Register map, names as in the netlist:
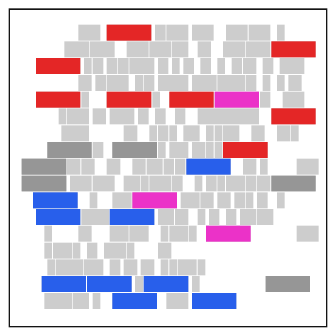
Clock nets:
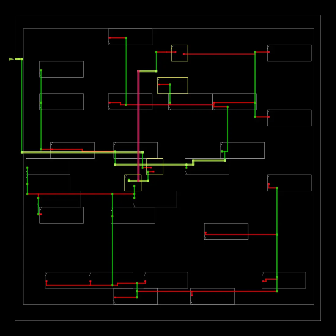
Routed clock nets over the placement:
Bar = 20 um.
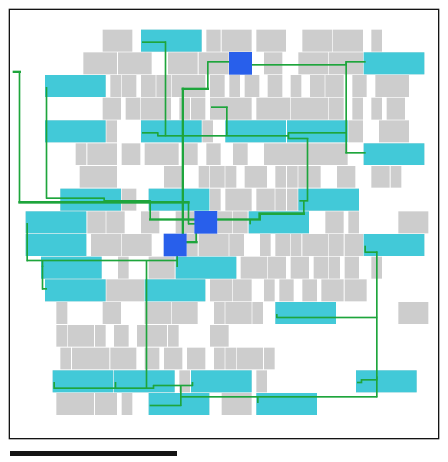
Routed metal, one color a layer:
Bar = 20 um.
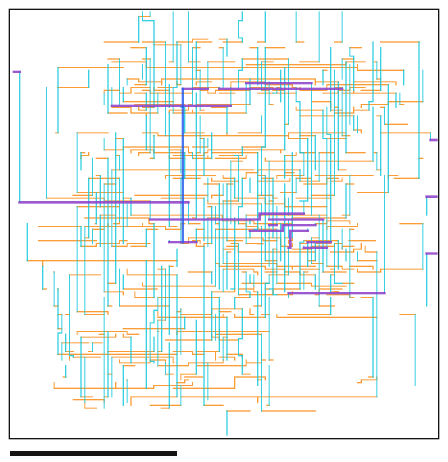
Ports around the boundary:
Pins as bars across the die edge, other pins in gray.
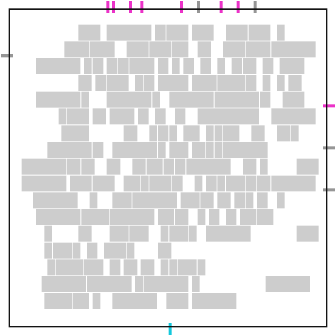
--- src/rtl/uart_pkg.sv ---
// Shared UART definitions used by uart_tx and uart_rx: frame constants,
// default clocking, FSM state type and the parity helper.
// Optional build macro: UART_TX_PARITY_EN adds an even-parity bit (8E1).
package uart_pkg;

    localparam int DATA_BITS         = 8;
    localparam int BIT_IDX_W         = $clog2(DATA_BITS);
    localparam int DEFAULT_CLK_FREQ  = 50_000_000;
    localparam int DEFAULT_BAUD_RATE = 115200;

    // PARITY only exists in the parity-enabled build.
    typedef enum logic [2:0] {
        ST_IDLE   = 3'd0,
        ST_START  = 3'd1,
        ST_DATA   = 3'd2,
`ifdef UART_TX_PARITY_EN
        ST_PARITY = 3'd3,
`endif
        ST_STOP   = 3'd4
    } uart_state_e;

    // Even parity: total count of ones over data plus parity bit is even.
    function automatic logic even_parity(input logic [DATA_BITS-1:0] d);
        return ^d;
    endfunction

endpackage

--- src/rtl/uart_tx_if.sv ---
// Byte-in / serial-out handshake bundle of the UART transmitter.
// Optional build macro: UART_TX_PARITY_EN (no effect on this interface).
interface uart_tx_if;
    import uart_pkg::*;

    logic                 uart_en;
    logic [DATA_BITS-1:0] uart_data_in;
    logic                 uart_txd;
    logic                 uart_busy;
    logic                 uart_tx_done;

    // Byte producer side (host logic or testbench).
    modport master (
        output uart_en, uart_data_in,
        input  uart_txd, uart_busy, uart_tx_done
    );

    // Transmitter side.
    modport slave (
        input  uart_en, uart_data_in,
        output uart_txd, uart_busy, uart_tx_done
    );
endinterface

--- src/rtl/uart_baud_gen.sv ---
// Bit-period timer: counts 0..BAUD_CNT-1 and flags the last clock of each
// bit period. A clear pulse realigns the count to the accepted frame.
// Optional build macro: UART_TX_PARITY_EN (no effect on this block).
module uart_baud_gen #(
    parameter int BAUD_CNT = 434
) (
    input  logic clk,
    input  logic rst,
    input  logic clear,
    output logic bit_tick
);

    localparam int CNT_W = (BAUD_CNT > 1) ? $clog2(BAUD_CNT) : 1;
    localparam logic [CNT_W-1:0] CNT_LAST = CNT_W'(BAUD_CNT - 1);

    logic [CNT_W-1:0] cnt_q;
    logic [CNT_W-1:0] cnt_d;

    // Tick during the final clock of a bit so the FSM moves on the boundary edge.
    assign bit_tick = (cnt_q == CNT_LAST) && !clear;

    // Next count: restart on clear, wrap at the end of each bit period.
    always_comb begin
        cnt_d = cnt_q;
        if (clear) begin
            cnt_d = '0;
        end else if (cnt_q == CNT_LAST) begin
            cnt_d = '0;
        end else begin
            cnt_d = cnt_q + CNT_W'(1);
        end
    end

    // Counter register with synchronous reset.
    always_ff @(posedge clk) begin
        if (rst) begin
            cnt_q <= '0;
        end else begin
            cnt_q <= cnt_d;
        end
    end

endmodule

--- src/rtl/uart_tx.sv ---
// UART transmitter: accepts a byte in IDLE and sends it LSB first as an
// 8N1 frame (start, 8 data, stop) with every output registered.
// Optional build macro: UART_TX_PARITY_EN inserts an even-parity bit (8E1).
module uart_tx
    import uart_pkg::*;
#(
    parameter int CLK_FREQ  = DEFAULT_CLK_FREQ,
    parameter int BAUD_RATE = DEFAULT_BAUD_RATE
) (
    input  logic      clk,
    input  logic      rst,
    uart_tx_if.slave  bus
);

    localparam int BAUD_CNT = CLK_FREQ / BAUD_RATE;
    localparam logic [BIT_IDX_W-1:0] LAST_IDX = BIT_IDX_W'(DATA_BITS - 1);

    uart_state_e          state_q, state_d;
    logic [DATA_BITS-1:0] shift_q, shift_d;
    logic [BIT_IDX_W-1:0] bit_idx_q, bit_idx_d;
    logic                 txd_q, txd_d;
    logic                 busy_q, busy_d;
    logic                 done_q, done_d;
`ifdef UART_TX_PARITY_EN
    logic                 parity_q, parity_d;
`endif
    logic                 bit_tick_s;
    logic                 clear_s;

    // Restart the bit timer on the accepting edge so the start bit is full length.
    assign clear_s = (state_q == ST_IDLE) && bus.uart_en;

    uart_baud_gen #(.BAUD_CNT(BAUD_CNT)) u_baud_gen (
        .clk      (clk),
        .rst      (rst),
        .clear    (clear_s),
        .bit_tick (bit_tick_s)
    );

    assign bus.uart_txd     = txd_q;
    assign bus.uart_busy    = busy_q;
    assign bus.uart_tx_done = done_q;

    // Next-state logic: each non-idle state holds its line level for one bit period.
    always_comb begin
        state_d   = state_q;
        shift_d   = shift_q;
        bit_idx_d = bit_idx_q;
        txd_d     = txd_q;
        busy_d    = busy_q;
        done_d    = 1'b0;
`ifdef UART_TX_PARITY_EN
        parity_d  = parity_q;
`endif
        case (state_q)
            ST_IDLE: begin
                txd_d  = 1'b1;
                busy_d = 1'b0;
                if (bus.uart_en) begin
                    shift_d   = bus.uart_data_in;
                    bit_idx_d = '0;
                    busy_d    = 1'b1;
                    txd_d     = 1'b0;
                    state_d   = ST_START;
`ifdef UART_TX_PARITY_EN
                    parity_d  = even_parity(bus.uart_data_in);
`endif
                end else begin
                    state_d = ST_IDLE;
                end
            end
            ST_START: begin
                if (bit_tick_s) begin
                    txd_d     = shift_q[0];
                    bit_idx_d = '0;
                    state_d   = ST_DATA;
                end else begin
                    state_d = ST_START;
                end
            end
            ST_DATA: begin
                if (bit_tick_s) begin
                    if (bit_idx_q == LAST_IDX) begin
`ifdef UART_TX_PARITY_EN
                        txd_d   = parity_q;
                        state_d = ST_PARITY;
`else
                        txd_d   = 1'b1;
                        state_d = ST_STOP;
`endif
                    end else begin
                        // Shift first so the next bit is always at index 1 of the old value.
                        shift_d   = {1'b0, shift_q[DATA_BITS-1:1]};
                        txd_d     = shift_q[1];
                        bit_idx_d = bit_idx_q + BIT_IDX_W'(1);
                    end
                end else begin
                    state_d = ST_DATA;
                end
            end
`ifdef UART_TX_PARITY_EN
            ST_PARITY: begin
                if (bit_tick_s) begin
                    txd_d   = 1'b1;
                    state_d = ST_STOP;
                end else begin
                    state_d = ST_PARITY;
                end
            end
`endif
            ST_STOP: begin
                if (bit_tick_s) begin
                    txd_d   = 1'b1;
                    busy_d  = 1'b0;
                    done_d  = 1'b1;
                    state_d = ST_IDLE;
                end else begin
                    state_d = ST_STOP;
                end
            end
            default: begin
                txd_d   = 1'b1;
                busy_d  = 1'b0;
                state_d = ST_IDLE;
            end
        endcase
    end

    // FSM and output registers; reset abandons any frame and idles the line high.
    always_ff @(posedge clk) begin
        if (rst) begin
            state_q   <= ST_IDLE;
            shift_q   <= '0;
            bit_idx_q <= '0;
            txd_q     <= 1'b1;
            busy_q    <= 1'b0;
            done_q    <= 1'b0;
`ifdef UART_TX_PARITY_EN
            parity_q  <= 1'b0;
`endif
        end else begin
            state_q   <= state_d;
            shift_q   <= shift_d;
            bit_idx_q <= bit_idx_d;
            txd_q     <= txd_d;
            busy_q    <= busy_d;
            done_q    <= done_d;
`ifdef UART_TX_PARITY_EN
            parity_q  <= parity_d;
`endif
        end
    end

endmodule

--- src/flat_wrapper.sv ---
// flat-port wrapper written by rule: the top's interface ports become plain ports
module uart_tx_flat import uart_pkg::*;
#(
    parameter int CLK_FREQ  = DEFAULT_CLK_FREQ,
    parameter int BAUD_RATE = DEFAULT_BAUD_RATE
)
  (clk, rst, bus_uart_en, bus_uart_data_in, bus_uart_txd, bus_uart_busy, bus_uart_tx_done);
  uart_tx_if bus_i ();
  input  logic clk;
  input  logic rst;
  input wire logic [$bits(bus_i.uart_en)-1:0] bus_uart_en;
  input wire logic [$bits(bus_i.uart_data_in)-1:0] bus_uart_data_in;
  output wire logic [$bits(bus_i.uart_txd)-1:0] bus_uart_txd;
  output wire logic [$bits(bus_i.uart_busy)-1:0] bus_uart_busy;
  output wire logic [$bits(bus_i.uart_tx_done)-1:0] bus_uart_tx_done;
  assign bus_i.uart_en = bus_uart_en;
  assign bus_i.uart_data_in = bus_uart_data_in;
  assign bus_uart_txd = bus_i.uart_txd;
  assign bus_uart_busy = bus_i.uart_busy;
  assign bus_uart_tx_done = bus_i.uart_tx_done;
  uart_tx #(.CLK_FREQ(CLK_FREQ), .BAUD_RATE(BAUD_RATE)) u_core (.clk(clk), .rst(rst), .bus(bus_i));
endmodule
--- config.mk ---
export PLATFORM = sky130hd
export DESIGN_NAME = uart_tx_flat
export DESIGN_NICKNAME = d
export VERILOG_FILES = /design/src/rtl/uart_pkg.sv /design/src/rtl/uart_tx_if.sv /design/src/rtl/uart_baud_gen.sv /design/src/rtl/uart_tx.sv /design/src/flat_wrapper.sv
export SDC_FILE = /design/constraint.sdc
export NUM_CORES = 1
export LEC_CHECK = 0
export ABC_AREA = 0
export CAP_MARGIN = 15
export CORE_UTILIZATION = 55
export CTS_CLUSTER_DIAMETER = 40
export DETAILED_ROUTE_END_ITERATION = 6
export HOLD_SLACK_MARGIN = 0.12
export PLACE_DENSITY = 0.83
export REMOVE_ABC_BUFFERS = 1
export SLEW_MARGIN = 40
export SYNTH_ARGS = -nofsm -noshare
export SYNTH_HDL_FRONTEND = slang
export SYNTH_SLANG_ARGS = --single-unit
--- constraint.sdc ---
create_clock -name clk -period 3.5 [get_ports clk]
set_input_delay 0.7 -clock clk [delete_from_list [all_inputs] [get_ports clk]]
set_output_delay 0.7 -clock clk [all_outputs]
set_load 0.02 [all_outputs]
==> results.yml <==
# flow metrics
yosys:
  logic_family: "simple AND/OR/NAND/NOR gates"
  yosysWarningCount: 0
  enable_flop_cells: 0
  ys_seq_share_pct: 38.99
  most_popular_library_cell_in_the_synthesized_design_by_count: "sky130_fd_sc_hd__dfxtp_1"
  synth.lib_cells_used.distinct: 31
  synthTopCellsByArea: "sky130_fd_sc_hd__dfxtp_1 (39%), sky130_fd_sc_hd__mux2_2 (5.9%), sky130_fd_sc_hd__nor2_1 (5.1%)"
sta:
  finalCriticalPeriod_ns: 2.013
  worst_slew_margin_rel_pct: 49.28
  fin_hold_ws_ns: 0.4897
  rsz0062_at_grt: "no"
  final_report_setup_violation_count: 0
routing:
  viasPerCell: 5.733
  drt_iter0_drc: 28
finish:
  summed_area_of_non_filler_cells_in_the_final_layout_sq_um: 1503
  biggestCellCategory: "multi-input combinational cells"
  sequential_portion_of_the_cell_area_pct: 34.64
  regMostFlops: "u_core.u_baud_gen.cnt_q"
  largest_register_ffs: 9
  layout.core_utilization_pct: 66.65
  clkCellAreaFrac_pct: 2.415
worst_setup_path:
  worstRegToRegCells: 6
  max_stage_delay_ns: 0.61
  cpLargestDelayFamily: "buffers and inverters"
  timing.critical_path.to_type: "output port"
  critPathCapture: "bus_uart_txd"
  startpoint_type: "register"
  worstPathRequired_ns: 2.80
  timing.critical_path.buf_inv: 1
die:
  die_width_um: 51.27
  floorplan.core_area_sq_um: 2255
  floorplan.die_area_sq_um: 2628
global_routing:
  grtUsageTotal_pct: 22.82
  global_route.peak_usage_layer: "met2"
  largest_net_degree_at_the_start_of_global_routing: 24
clocking:
  cts_root_cell: "sky130_fd_sc_hd__clkbuf_4"
  clk_pin_slew_ns: 0.15
power:
  power_combinational_w: 0.0000605
  power_clock_w: 0.000159
  combPwrFrac_pct: 11.3
  power_leakage_nw: 0.5606
  clock_power_share_pct: 29.7
  sequentialPower_w: 0.000316
  internal_power_w: 0.0004039
  p_sw_w: 0.0001310
  sw_frac_of_total_pct: 24.48
outcome:
  outcome: "completed"
place:
  dp_hpwl_um: 1983
  portBuffers: 13
run:
  warning_count: 26
## Picture notes: 'register map, names as in the netlist'
- `u_core.shift_q`: red (placed flops 8)
- `u_core.u_baud_gen.cnt_q`: blue (placed flops 9)
- `u_core.state_q`: magenta (placed flops 3)
- not colored: 6

## Picture notes: 'clock nets'
number of CTS-inserted buffers: 3
# clk buffers: 4
CTS sink count: 26

## Picture notes: 'routed clock nets over the placement'
- clock wires: green (length 334 um)
- cells driving clock nets: blue (count 3)
- flip-flops: cyan (count 26)
- routed clock nets: 4

## Picture notes: 'routed metal, one color a layer'
- met2: cyan (wire length 1340 um)
- met3: purple (wire length 123 um)
- met4: blue (wire length 18.4 um)
- met1: orange (wire length 1250 um)

## Picture notes: 'ports around the boundary'
- `bus_uart_txd`: cyan (pins 1; direction output; edge south)
- `bus_uart_data_in`: magenta (pins 8; direction input; edge 7 north, 1 east)

Power figures rest on the tool's default switching activity, not on a simulated workload.
